<file path="src/rtl/bfp_packer.sv">
// Packs up to LANES bf16 elements into one block-floating-point word: a shared exponent plus
// {sign, magnitude} lanes. Define BFP_ROUND_EN for round-half-up alignment instead of truncation.
module bfp_packer #(
    parameter int LANES = 16,
    parameter int MAG_W = 3
) (
    input  logic                       i_clk,
    input  logic                       i_reset,
    input  logic                       i_valid,
    output logic                       o_ready,
    input  logic [15:0]                i_data,
    input  logic                       i_flush,
    output logic                       o_valid,
    input  logic                       i_ready,
    output logic [7:0]                 o_E,
    output logic [LANES*(MAG_W+1)-1:0] o_M
);
    localparam int CNT_W = $clog2(LANES);
    localparam int LW    = MAG_W + 1;

    typedef enum logic [1:0] {S_FILL, S_ALIGN, S_OUT} state_t;

    state_t           state_reg, state_next;
    logic [CNT_W-1:0] count_reg, count_next;
    logic [7:0]       max_reg, max_next;

    logic                accept;
    logic                last_lane;
    logic                handshake;
    logic [LANES*LW-1:0] m_next;
    logic                unused_data;

    assign o_ready     = (state_reg == S_FILL);
    assign o_valid     = (state_reg == S_OUT);
    assign accept      = i_valid && o_ready;
    assign last_lane   = (count_reg == CNT_W'(LANES - 1));
    assign handshake   = o_valid && i_ready;
    assign unused_data = ^i_data[6-MAG_W:0];

    always_comb begin
        state_next = state_reg;
        count_next = count_reg;
        max_next   = max_reg;
        case (state_reg)
            S_FILL: begin
                if (accept) begin
                    count_next = last_lane ? '0 : count_reg + CNT_W'(1);
                    if (i_data[14:7] > max_reg)
                        max_next = i_data[14:7];
                end
                // A flush on the same cycle as an accept closes the block after that element.
                if (accept && last_lane) begin
                    state_next = S_ALIGN;
                end else if (i_flush && (accept || count_reg != '0)) begin
                    state_next = S_ALIGN;
                    count_next = '0;
                end
            end
            S_ALIGN: state_next = S_OUT;
            S_OUT: begin
                if (i_ready) begin
                    state_next = S_FILL;
                    max_next   = '0;
                end
            end
            default: state_next = S_FILL;
        endcase
    end

    always_ff @(posedge i_clk) begin
        if (i_reset) begin
            state_reg <= S_FILL;
            count_reg <= '0;
            max_reg   <= '0;
            o_E       <= '0;
            o_M       <= '0;
        end else begin
            state_reg <= state_next;
            count_reg <= count_next;
            max_reg   <= max_next;
            if (state_reg == S_ALIGN) begin
                o_E <= max_reg;
                o_M <= m_next;
            end
        end
    end

    genvar gi;
    generate
        for (gi = 0; gi < LANES; gi++) begin : g_lane
            logic             sign_reg;
            logic [7:0]       exp_reg;
            logic [MAG_W-1:0] frac_reg;
            logic [7:0]       shift;
            logic [MAG_W-1:0] mag;

            // Lanes are cleared between blocks so a flushed block reads unfilled lanes as +0.
            always_ff @(posedge i_clk) begin
                if (i_reset || handshake) begin
                    sign_reg <= 1'b0;
                    exp_reg  <= '0;
                    frac_reg <= '0;
                end else if (accept && count_reg == CNT_W'(gi)) begin
                    sign_reg <= i_data[15];
                    exp_reg  <= i_data[14:7];
                    frac_reg <= i_data[6 -: MAG_W];
                end
            end

`ifdef BFP_ROUND_EN
            logic [MAG_W:0] v_full;
            logic [MAG_W:0] sum;

            always_comb begin
                shift  = max_reg - exp_reg;
                v_full = {1'b1, frac_reg} >> shift;
                sum    = {1'b0, v_full[MAG_W:1]} + {{MAG_W{1'b0}}, v_full[0]};
                mag    = sum[MAG_W] ? '1 : sum[MAG_W-1:0];
                if (exp_reg == '0)
                    mag = '0;
            end
`else
            logic [MAG_W-1:0] v_trunc;
            logic             unused_lsb;

            assign unused_lsb = frac_reg[0];

            always_comb begin
                shift   = max_reg - exp_reg;
                v_trunc = {1'b1, frac_reg[MAG_W-1:1]} >> shift;
                mag     = (exp_reg == '0) ? '0 : v_trunc;
            end
`endif
            assign m_next[gi*LW +: LW] = {sign_reg, mag};
        end
    endgenerate

endmodule

</file>
<file path="config.mk">
export PLATFORM = sky130hd
export DESIGN_NAME = bfp_packer
export DESIGN_NICKNAME = d
export VERILOG_FILES = /design/src/rtl/bfp_packer.sv
export SDC_FILE = /design/constraint.sdc
export NUM_CORES = 1
export LEC_CHECK = 0
export CAP_MARGIN = 20
export CORE_MARGIN = 5
export CORE_UTILIZATION = 40
export CTS_CLUSTER_DIAMETER = 40
export DETAILED_ROUTE_END_ITERATION = 10
export MAX_ROUTING_LAYER = met4
export PLACE_DENSITY = 0.6
export SETUP_SLACK_MARGIN = 0.3
export SKIP_CTS_REPAIR_TIMING = 1
export SLEW_MARGIN = 20
export SYNTH_ARGS = -nofsm -noshare
export SYNTH_HDL_FRONTEND = slang
export SYNTH_SLANG_ARGS = --single-unit
</file>
<file path="constraint.sdc">
create_clock -name i_clk -period 8.93 [get_ports i_clk]
set_input_delay 1.3395 -clock i_clk [delete_from_list [all_inputs] [get_ports i_clk]]
set_output_delay 1.3395 -clock i_clk [all_outputs]
set_load 0.01 [all_outputs]
</file>
==> out/metrics.yaml <==
final_layout:
  sh_comb_area_pct: 49.8
  clock_area_share_pct: 8.41
  final_nets: 2078
  logic_area_mm2: 0.00894
  bufAreaShareNonClock_pct: 5.96
route:
  vias_per_cell: 5.27
  wl_met2_mm: 18.8
  drt_iter0_markers: 630
  wire_per_inst_um: 16.7
synth:
  edf_count: 0
  fa_ha_area_share_pct: 12.4
  synth.largest_area_cell: "dfxtp_1"
  mux_share_pct: 5.39
  most_common_cell: "nand2_1"
power_and_ir_drop:
  power_frac_seq_pct: 33.4
  pg_seq_mw: 1.22
  pg_comb_mw: 0.686
  power_leakage_nw: 7.18
  switchingPower_mw: 1.07
  p_int_mw: 2.58
  p_total_mw: 3.65
setup_path:
  timing.rr.start: "max_reg[0]$_SDFFE_PP0P_"
  reg2reg_to: "o_M[10]$_SDFFE_PP0N_"
  cp.arrival_ns: 4.08
  critPathCapture: "o_M[10]$_SDFFE_PP0N_"
outcome:
  status: "completed"
final_timing:
  final_hold_viol_count: 0
  setup_viol: 0
clocking:
  insertion_delay_ns: 0.55
  clock-sinks: 262
  cts_made_buffers: 42
global_routing:
  grt_use_met2_pct: 32.8
  grt.busiest_layer: "met2"
floorplan:
  fp_util_pct: 40.2
hold_path:
  min_to: "g_lane[2].frac_reg[1]$_SDFFE_PP0P_"
placement:
  gp_congestion: 0.885
==> cell usage in the layout (no fill, tap or decap), types with 23 or more instances in the layout <==
cell type,netlist,layout
nor2b_1,37,36
nand3_1,29,29
a21o_1,29,29
o21ai_0,60,60
buf_4,2,23
nand2b_1,27,27
ha_1,124,124
nor4_1,31,31
inv_1,141,141
nor2_1,147,146
clkdlybuf4s50_1,0,88
nand2_1,302,301
clkbuf_16,0,43
dfxtp_1,262,259
xnor2_1,64,64
mux2i_1,81,81
a21oi_1,184,184
==> critical path, cell delays in order, from the launching register on <==
cell and delay, ns:
dfxtp_1 0.39, inv_1 0.56, buf_4 0.35, ha_1 0.22
inv_1 0.06, fa_1 0.46, a2111oi_1 0.48, o41ai_1 0.15
a2111oi_0 0.33, nor3b_2 0.33, a32o_1 0.19
ff_map.png
(2 px per um) Other sequential cells in the stronger grey, the rest of the logic in the fainter grey.
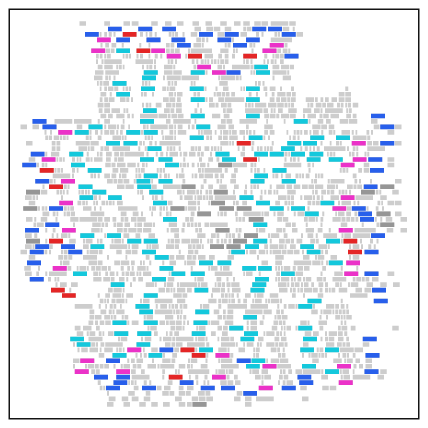
o_M -> blue  # sequential cells 64, where widely spread
g_lane.frac_reg -> magenta  # sequential cells 32, where widely spread
g_lane.sign_reg -> red  # sequential cells 16
g_lane.exp_reg -> cyan  # sequential cells 128
not coloured = 22

m4.png
(3 px per um) Supply wires on this layer in grey.
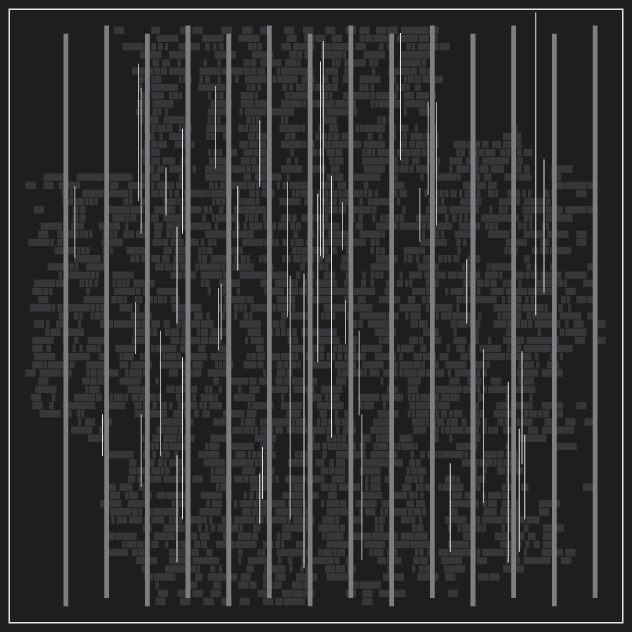
main direction = vertical
share of all routed wire = 4.1%
wire length on this layer = 1690 um

layers.png
(2 px per um)
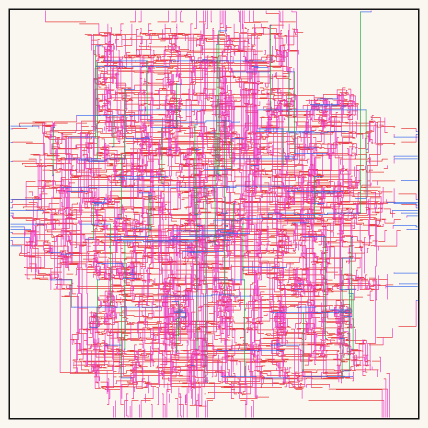
M2 -> magenta  # wire length 18800 um
M1 -> red  # wire length 18700 um
M3 -> blue  # wire length 1940 um
M4 -> green  # wire length 1690 um

